Fig. 1: run 1, routing congestion
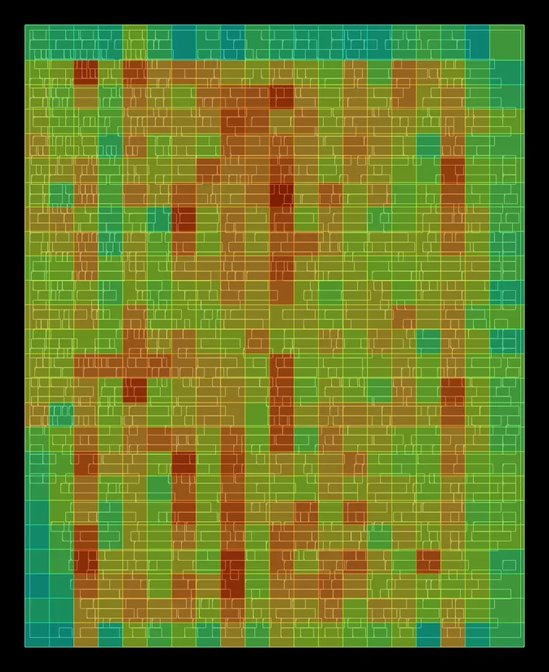
Fig. 2: run 1, layout detail
Scale bar: 5 µm. Region (60, 113) to (80, 133) µm. Cells in grey, sequential cells in the stronger grey; small squares are vias.
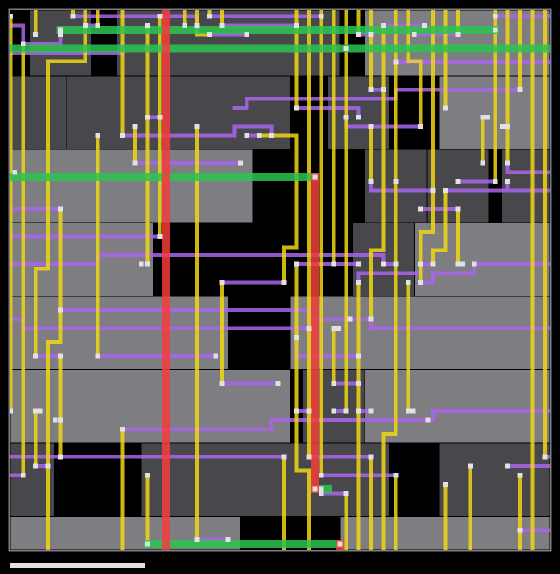
Fig. 3: run 1, gate families picked out
Scale bar: 50 µm.
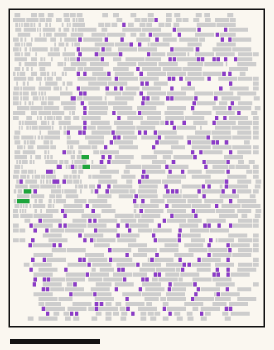
`config.mk`:
```
export PLATFORM = sky130hd
export DESIGN_NAME = adder_issue_queue_flat
export DESIGN_NICKNAME = d
export VERILOG_FILES = /design/src/rtl/adder_issue_queue_if.sv /design/src/rtl/adder_issue_queue.sv /design/src/flat_wrapper.sv
export SDC_FILE = /design/constraint.sdc
export NUM_CORES = 1
export LEC_CHECK = 0
export ABC_AREA = 0
export ABC_CLOCK_PERIOD_IN_PS = 7300
export CORE_ASPECT_RATIO = 1.25
export CORE_UTILIZATION = 54
export DETAILED_ROUTE_END_ITERATION = 8
export PLACE_DENSITY_LB_ADDON = 0.08
export SYNTH_ARGS = -nofsm -noshare
export SYNTH_HDL_FRONTEND = slang
export SYNTH_SLANG_ARGS = --single-unit
export TNS_END_PERCENT = 1
```
`constraint.sdc`:
```
create_clock -name clk -period 7.3 [get_ports clk]
set_input_delay 1.46 -clock clk [delete_from_list [all_inputs] [get_ports clk]]
set_output_delay 1.46 -clock clk [all_outputs]
set_load 0.01 [all_outputs]
```
`src/rtl/adder_issue_queue_if.sv`:
```
// Bundle of the issue queue's producer, adder and consumer handshakes.
// The slave view is the issue queue itself; the master view is its environment.
interface adder_issue_queue_if #(
  parameter int DEPTH = 4
);
  localparam int CW = $clog2(DEPTH) + 1;

  logic          in_valid;
  logic          in_ready;
  logic [31:0]   in_a;
  logic [31:0]   in_b;

  logic          add_start;
  logic [31:0]   add_a;
  logic [31:0]   add_b;
  logic [31:0]   add_res;
  logic          add_overflow;
  logic          add_ready;

  logic          out_valid;
  logic          out_ready;
  logic [31:0]   out_res;
  logic          out_overflow;

  logic [CW-1:0] count;
  logic          timeout_err;

  modport slave (
    input  in_valid, in_a, in_b,
    input  add_res, add_overflow, add_ready,
    input  out_ready,
    output in_ready,
    output add_start, add_a, add_b,
    output out_valid, out_res, out_overflow,
    output count, timeout_err
  );

  modport master (
    output in_valid, in_a, in_b,
    output add_res, add_overflow, add_ready,
    output out_ready,
    input  in_ready,
    input  add_start, add_a, add_b,
    input  out_valid, out_res, out_overflow,
    input  count, timeout_err
  );
endinterface

```
`src/rtl/adder_issue_queue.sv`:
```
// Operand FIFO plus single-job issue FSM feeding the multi-cycle sequential_adder,
// holding each result on a valid/ready port and flagging a hung adder.
module adder_issue_queue #(
  parameter int DEPTH   = 4,
  parameter int TIMEOUT = 16
) (
  input  logic               clk,
  input  logic               rst,
  adder_issue_queue_if.slave bus
);
  localparam int AW = $clog2(DEPTH);
  localparam int CW = AW + 1;
  localparam int WW = $clog2(TIMEOUT);

  localparam logic [CW-1:0] CNT_FULL  = CW'(DEPTH);
  localparam logic [CW-1:0] CNT_ZERO  = {CW{1'b0}};
  localparam logic [CW-1:0] CNT_ONE   = CW'(1'b1);
  localparam logic [AW-1:0] PTR_ZERO  = {AW{1'b0}};
  localparam logic [AW-1:0] PTR_ONE   = AW'(1'b1);
  localparam logic [WW-1:0] WDOG_ZERO = {WW{1'b0}};
  localparam logic [WW-1:0] WDOG_ONE  = WW'(1'b1);
  // Last WAIT cycle: the count would reach TIMEOUT-1 on this no-ready cycle.
  localparam logic [WW-1:0] WDOG_LAST = WW'(TIMEOUT - 2);

  localparam logic [1:0] ST_IDLE = 2'd0;
  localparam logic [1:0] ST_WAIT = 2'd1;
  localparam logic [1:0] ST_HOLD = 2'd2;

  logic [31:0]   mem_a_r [DEPTH];
  logic [31:0]   mem_b_r [DEPTH];
  logic [AW-1:0] wr_ptr_r;
  logic [AW-1:0] rd_ptr_r;
  logic [CW-1:0] count_r;

  logic [1:0]    state_r;
  logic [WW-1:0] wdog_r;
  logic          out_valid_r;
  logic [31:0]   out_res_r;
  logic          out_overflow_r;
  logic          timeout_err_r;

  logic          push_s;
  logic          pop_s;
  logic [1:0]    state_nxt_s;
  logic [WW-1:0] wdog_nxt_s;
  logic          capture_s;
  logic          expire_s;

  // A full FIFO blocks pushes even when the head is popped in the same cycle.
  assign push_s = bus.in_valid && (count_r != CNT_FULL);
  assign pop_s  = (state_r == ST_IDLE) && (count_r != CNT_ZERO);

  assign bus.in_ready     = (count_r != CNT_FULL);
  assign bus.count        = count_r;
  assign bus.add_start    = pop_s;
  assign bus.add_a        = mem_a_r[rd_ptr_r];
  assign bus.add_b        = mem_b_r[rd_ptr_r];
  assign bus.out_valid    = out_valid_r;
  assign bus.out_res      = out_res_r;
  assign bus.out_overflow = out_overflow_r;
  assign bus.timeout_err  = timeout_err_r;

  // Next-state, watchdog and capture decisions for the issue FSM.
  always_comb begin
    state_nxt_s = state_r;
    wdog_nxt_s  = wdog_r;
    capture_s   = 1'b0;
    expire_s    = 1'b0;
    case (state_r)
      ST_IDLE: begin
        if (pop_s) begin
          state_nxt_s = ST_WAIT;
          wdog_nxt_s  = WDOG_ZERO;
        end else begin
          state_nxt_s = ST_IDLE;
        end
      end
      ST_WAIT: begin
        if (bus.add_ready) begin
          capture_s   = 1'b1;
          state_nxt_s = ST_HOLD;
        end else if (wdog_r == WDOG_LAST) begin
          expire_s    = 1'b1;
          state_nxt_s = ST_IDLE;
        end else begin
          wdog_nxt_s  = wdog_r + WDOG_ONE;
        end
      end
      ST_HOLD: begin
        if (bus.out_ready) begin
          state_nxt_s = ST_IDLE;
        end else begin
          state_nxt_s = ST_HOLD;
        end
      end
      default: begin
        state_nxt_s = ST_IDLE;
        wdog_nxt_s  = WDOG_ZERO;
      end
    endcase
  end

  // Circular operand storage, pointers and occupancy.
  always_ff @(posedge clk) begin
    if (rst) begin
      for (int i = 0; i < DEPTH; i++) begin
        mem_a_r[i] <= 32'h0000_0000;
        mem_b_r[i] <= 32'h0000_0000;
      end
      wr_ptr_r <= PTR_ZERO;
      rd_ptr_r <= PTR_ZERO;
      count_r  <= CNT_ZERO;
    end else begin
      if (push_s) begin
        mem_a_r[wr_ptr_r] <= bus.in_a;
        mem_b_r[wr_ptr_r] <= bus.in_b;
        wr_ptr_r          <= wr_ptr_r + PTR_ONE;
      end else begin
        wr_ptr_r          <= wr_ptr_r;
      end
      if (pop_s) begin
        rd_ptr_r <= rd_ptr_r + PTR_ONE;
      end else begin
        rd_ptr_r <= rd_ptr_r;
      end
      case ({push_s, pop_s})
        2'b10:   count_r <= count_r + CNT_ONE;
        2'b01:   count_r <= count_r - CNT_ONE;
        default: count_r <= count_r;
      endcase
    end
  end

  // FSM state, watchdog, captured result and sticky timeout flag.
  always_ff @(posedge clk) begin
    if (rst) begin
      state_r        <= ST_IDLE;
      wdog_r         <= WDOG_ZERO;
      out_valid_r    <= 1'b0;
      out_res_r      <= 32'h0000_0000;
      out_overflow_r <= 1'b0;
      timeout_err_r  <= 1'b0;
    end else begin
      state_r     <= state_nxt_s;
      wdog_r      <= wdog_nxt_s;
      out_valid_r <= (state_nxt_s == ST_HOLD);
      if (capture_s) begin
        out_res_r      <= bus.add_res;
        out_overflow_r <= bus.add_overflow;
      end else begin
        out_res_r      <= out_res_r;
        out_overflow_r <= out_overflow_r;
      end
      timeout_err_r <= timeout_err_r | expire_s;
    end
  end
endmodule

```
`src/flat_wrapper.sv`:
```
// flat-port wrapper written by rule: the top's interface ports become plain ports
module adder_issue_queue_flat 
#(
  parameter int DEPTH   = 4,
  parameter int TIMEOUT = 16
)
  (clk, rst, bus_in_valid, bus_in_a, bus_in_b, bus_add_res, bus_add_overflow, bus_add_ready, bus_out_ready, bus_in_ready, bus_add_start, bus_add_a, bus_add_b, bus_out_valid, bus_out_res, bus_out_overflow, bus_count, bus_timeout_err);
  adder_issue_queue_if #(.DEPTH(DEPTH)) bus_i ();
  input  logic clk;
  input  logic rst;
  input wire logic [$bits(bus_i.in_valid)-1:0] bus_in_valid;
  input wire logic [$bits(bus_i.in_a)-1:0] bus_in_a;
  input wire logic [$bits(bus_i.in_b)-1:0] bus_in_b;
  input wire logic [$bits(bus_i.add_res)-1:0] bus_add_res;
  input wire logic [$bits(bus_i.add_overflow)-1:0] bus_add_overflow;
  input wire logic [$bits(bus_i.add_ready)-1:0] bus_add_ready;
  input wire logic [$bits(bus_i.out_ready)-1:0] bus_out_ready;
  output wire logic [$bits(bus_i.in_ready)-1:0] bus_in_ready;
  output wire logic [$bits(bus_i.add_start)-1:0] bus_add_start;
  output wire logic [$bits(bus_i.add_a)-1:0] bus_add_a;
  output wire logic [$bits(bus_i.add_b)-1:0] bus_add_b;
  output wire logic [$bits(bus_i.out_valid)-1:0] bus_out_valid;
  output wire logic [$bits(bus_i.out_res)-1:0] bus_out_res;
  output wire logic [$bits(bus_i.out_overflow)-1:0] bus_out_overflow;
  output wire logic [$bits(bus_i.count)-1:0] bus_count;
  output wire logic [$bits(bus_i.timeout_err)-1:0] bus_timeout_err;
  assign bus_i.in_valid = bus_in_valid;
  assign bus_i.in_a = bus_in_a;
  assign bus_i.in_b = bus_in_b;
  assign bus_i.add_res = bus_add_res;
  assign bus_i.add_overflow = bus_add_overflow;
  assign bus_i.add_ready = bus_add_ready;
  assign bus_i.out_ready = bus_out_ready;
  assign bus_in_ready = bus_i.in_ready;
  assign bus_add_start = bus_i.add_start;
  assign bus_add_a = bus_i.add_a;
  assign bus_add_b = bus_i.add_b;
  assign bus_out_valid = bus_i.out_valid;
  assign bus_out_res = bus_i.out_res;
  assign bus_out_overflow = bus_i.out_overflow;
  assign bus_count = bus_i.count;
  assign bus_timeout_err = bus_i.timeout_err;
  adder_issue_queue #(.DEPTH(DEPTH), .TIMEOUT(TIMEOUT)) u_core (.clk(clk), .rst(rst), .bus(bus_i));
endmodule
```
==> run_results.csv, run 1 <==
group,metric,value,unit
outcome,status,"completed",
pwr,vdd_drop_max,0.000229,V
job,warnings,27,
route,drt-initial-drc-count,360,
pwr,maxPowerGroup,"registers",
final_timing,fmax,218,MHz
grt,use_met2,0.387,
synthesis,ys.flops,306,
cts,cts_num_sinks,306,
synthesis,ys_seq_frac,0.668,
setup_path,worstPathArrival,3.12,ns
setup_path,rr_endpoint,"u_core.mem_a_r[0][31]",
route,avgViaCountPerCell,5.31,
cts,post_cts_resize_count,0,
final_layout,layout-drive-gt1-share,0.119,
final_timing,hold_violations,0,
hold_path,holdCritStartpoint,"u_core.bus.out_res[18]",
final_timing,setup-violations-final,0,
final_timing,finalCriticalPeriod,4.58,ns
final_layout,seq_share,0.539,
synthesis,async_reset_ff_frac,0,
synthesis,logic_family,"simple AND/OR/NAND/NOR gates",
setup_path,worstSetupEndpointType,"output pin",
floorplan,tap_cells,325,
floorplan,core_area,23700,µm²
final_layout,stdcell_count,1401,
route,antenna_left,0,
pwr,power_density,292,nW/µm²
final_layout,seqCellArea,8700,µm²
hold_path,hold_depth,2,
synthesis,synth-area-yosys,13000,µm²
pwr,power.leakage,0.00572,µW
route,top_layer_used,"met5",
route,drcViolationCount,0,
route,met2WireLength,13.6,mm
cts,tritoncts,"built",
final_timing,rsz0062_at_grt,"false",
setup_path,start_kind,"register",
setup_path,critPathCapture,"bus_add_b[5]",
final_layout,area_growth,24.1,%
setup_path,path_buffers,2,
final_layout,nClkBuffers,42,
cts,post_cts_buffers,0,
cts,cts_hold_buf,0,
final_timing,period_used_share,0.628,
setup_path,crit_fanout,43,
floorplan,fp.dieW,141,µm
final_layout,fillers,1683,
hold_path,holdPathEnd,"u_core.bus.out_res[18]",
pwr,switchingPower,1210,µW
synthesis,largest_area_cell,"edfxtp_1",
synthesis,ys_sh_simple,0.162,
placement,gp_congestion,0.766,
final_layout,antennaDiodeCount,0,
## Picture notes: Fig. 1
share of the core filled with cells: 0.681
DR WL/cell: 18.7 µm
Total Routing Usage GR: 0.219
M3 GR Usage: 0.0532
gr busiest metal: met2

## Picture notes: Fig. 2
legend:
  green:
    layer: met3
  purple:
    layer: met1
  yellow:
    layer: met2
  red:
    layer: met4
netlist names of flops here include: `u_core.mem_a_r` (3), `u_core.mem_b_r` (3)
most frequent: and2_1 (7), edfxtp_1 (6), mux4_2 (2)
sequential cells in the window: 6
cells with their middle in the window: 16

## Picture notes: Fig. 3
legend:
  purple:
    family: AND and OR gates
    cells: 266
    most_used: and2_1
    where: widely spread
  green:
    family: adder and majority cells
    cells: 4
    most_used: ha_1
    where: west

==> inputs of run 2 (changes only) <==
--- a/config.mk
+++ b/config.mk
@@ -6,9 +6,9 @@
 export NUM_CORES = 1
 export LEC_CHECK = 0
 export ABC_AREA = 0
-export ABC_CLOCK_PERIOD_IN_PS = 7300
+export ABC_CLOCK_PERIOD_IN_PS = 4200
 export CORE_ASPECT_RATIO = 1.25
-export CORE_UTILIZATION = 54
+export CORE_UTILIZATION = 49
 export DETAILED_ROUTE_END_ITERATION = 8
 export PLACE_DENSITY_LB_ADDON = 0.08
 export SYNTH_ARGS = -nofsm -noshare
==> constraint.sdc (replaced) <==
create_clock -name clk -period 4.2 [get_ports clk]
set_input_delay 0.84 -clock clk [delete_from_list [all_inputs] [get_ports clk]]
set_output_delay 0.84 -clock clk [all_outputs]
set_load 0.01 [all_outputs]
Fig. 4: run 2, routed metal, one colour a layer
Scale bar: 50 µm.
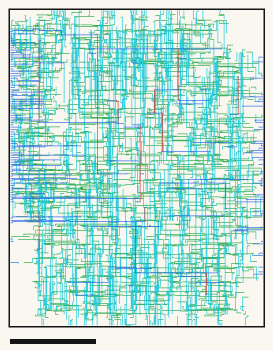
legend:
  green:
    layer: met1
    wire_length: 11,200 µm
  cyan:
    layer: met2
    wire_length: 14,500 µm
  blue:
    layer: met3
    wire_length: 1,950 µm
  red:
    layer: met4
    wire_length: 363 µm

==> run 2 against run 1 <==
Compared with the run above:
- final cell count up 2.1%
- synthesized cell count unchanged
- sequential share of layout area down 0.98 points
- critical path type unchanged
- highest routed layer is now met4
==> run_results.csv, run 2 <==
group,metric,value,unit
outcome,status,"completed",
cts,cts_num_sinks,306,
grt,grt.busiest_layer,"met2",
setup_path,start_kind,"register",
grt,grtUsageTotal,0.212,
grt,overflow,0,
job,warnings,28,
pwr,switchingPower,2170,µW
final_layout,fillers,2013,
final_layout,seq_share,0.529,
final_timing,fmax,287,MHz
final_layout,area_growth,26.4,%
final_timing,period_used_share,0.830,
cts,tritoncts,"built",
floorplan,core_area,26100,µm²
route,drcViolationCount,0,
cts,post_cts_buffers,0,
final_timing,setup-violations-final,0,
grt,grt.met3_usage,0.0505,
final_layout,layout-drive-gt1-share,0.134,
route,avgViaCountPerCell,5.24,
final_timing,hold_violations,0,
setup_path,worstSetupEndpointType,"output pin",
synthesis,ys_seq_frac,0.668,
final_layout,antennaDiodeCount,0,
cts,cts_hold_buf,0,
route,met2WireLength,14.5,mm
synthesis,synth-area-yosys,13000,µm²
pwr,maxPowerGroup,"registers",
route,antenna_left,0,
setup_path,worstSetupPathType,"reg2out",
final_layout,comb_area,4020,µm²
final_layout,stdcell_count,1431,
final_timing,finalCriticalPeriod,3.49,ns
final_layout,fin_area,16400,µm²
synthesis,largest_area_cell,"edfxtp_1",
cts,post_cts_resize_count,0,
hold_path,holdPathEnd,"u_core.bus.out_res[1]",
synthesis,ys_sh_simple,0.162,
route,wl_per_cell,19.6,µm
setup_path,critPathCapture,"bus_add_b[11]",
final_layout,seqCellArea,8700,µm²
final_timing,rsz0062_at_grt,"false",
setup_path,path_buffers,2,
hold_path,holdCritStartpoint,"u_core.bus.out_res[1]",
floorplan,tap_cells,340,
final_layout,final_core_util,0.630,
pwr,power_density,519,nW/µm²
setup_path,rr_endpoint,"u_core.bus.count[2]",
pwr,vdd_drop_max,0.000318,V
placement,gp_congestion,0.773,
synthesis,async_reset_ff_frac,0,
setup_path,crit_fanout,23,
route,drt-initial-drc-count,403,
route,top_layer_used,"met4",
final_layout,area_dominant_class,"flip-flops and latches",
==> inputs of run 3 (changes only) <==
--- a/config.mk
+++ b/config.mk
@@ -6,7 +6,7 @@
 export NUM_CORES = 1
 export LEC_CHECK = 0
 export ABC_AREA = 0
-export ABC_CLOCK_PERIOD_IN_PS = 4200
+export ABC_CLOCK_PERIOD_IN_PS = 2850
 export CORE_ASPECT_RATIO = 1.25
 export CORE_UTILIZATION = 49
 export DETAILED_ROUTE_END_ITERATION = 8
==> constraint.sdc (replaced) <==
create_clock -name clk -period 2.85 [get_ports clk]
set_input_delay 0.57 -clock clk [delete_from_list [all_inputs] [get_ports clk]]
set_output_delay 0.57 -clock clk [all_outputs]
set_load 0.01 [all_outputs]
Fig. 5: run 3, register map, names as in the netlist
Scale bar: 50 µm. Other sequential cells in the stronger grey, the rest of the logic in the fainter grey.
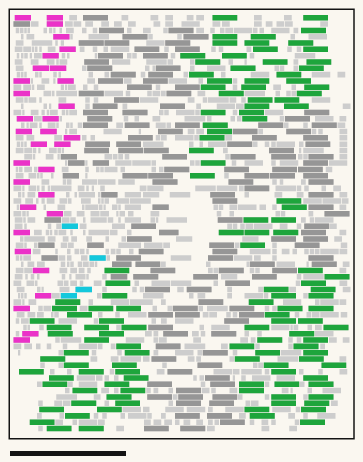
legend:
  green:
    signal: `u_core.mem_a_r`
    sequential_cells: 128
    where: widely spread
  cyan:
    signal: `u_core.wdog_r`
    sequential_cells: 4
    where: west
  magenta:
    signal: `u_core.bus.out_res`
    sequential_cells: 32

==> run 3 against run 2 <==
Compared with the run above:
- largest cell class unchanged
- final cell count fell by 0.14%
- sequential cell count is the same
- clock power rose by 32%
- sequential power increased by 45%
- global-route usage decreased by 0.55 points
- area after synthesis stayed put
- power is 41% higher
- clock skew decreased by 0.0081 ns
- first-iteration DRC count is 12% lower
- clock-buffer cell count fell by 12
- hold slack worse by 0.050 ns
==> run_results.csv, run 3 <==
group,metric,value,unit
outcome,status,"completed",
placement,gp_congestion,0.769,
final_layout,seq_share,0.530,
route,drt-initial-drc-count,354,
final_layout,stdcell_count,1429,
setup_path,rr_endpoint,"u_core.bus.count[2]",
synthesis,synth-area-yosys,13000,µm²
job,warnings,29,
route,antenna_left,0,
final_layout,fin_area,16400,µm²
setup_path,start_kind,"register",
route,top_layer_used,"met4",
final_timing,rsz0062_at_grt,"false",
final_timing,setup-violations-final,0,
synthesis,ys_sh_simple,0.162,
setup_path,slowest_delay,0.53,ns
setup_path,cp_top_family,"buffers and inverters",
synthesis,async_reset_ff_frac,0,
cts,post_cts_resize_count,52,
cts,cts_num_sinks,306,
pwr,power_density,736,nW/µm²
final_timing,period_used_share,0.971,
final_layout,final_core_util,0.628,
grt,grtUsageTotal,0.207,
final_layout,layout-drive-gt1-share,0.128,
grt,grt.busiest_layer,"met2",
grt,overflow,0,
final_timing,fmax,361,MHz
cts,post_cts_buffers,0,
setup_path,path_buffers,2,
setup_path,crit_fanout,13,
pwr,switchingPower,3180,µW
setup_path,worstSetupPathType,"reg2out",
route,met2WireLength,14.3,mm
route,wl_per_cell,19.4,µm
final_layout,fillers,2076,
final_layout,area_growth,26.0,%
final_timing,finalCriticalPeriod,2.77,ns
synthesis,largest_area_cell,"edfxtp_1",
setup_path,critPathCapture,"bus_add_b[24]",
final_timing,hold_violations,0,
setup_path,worstSetupEndpointType,"output pin",
hold_path,holdPathEnd,"u_core.bus.count[0]",
final_layout,comb_area,4020,µm²
pwr,maxPowerGroup,"registers",
pwr,vdd_drop_max,0.000708,V
floorplan,tap_cells,340,
route,avgViaCountPerCell,5.20,
hold_path,holdCritStartpoint,"rst",
synthesis,ys_seq_frac,0.668,
Power figures rest on the tool's default switching activity, not on a simulated workload.
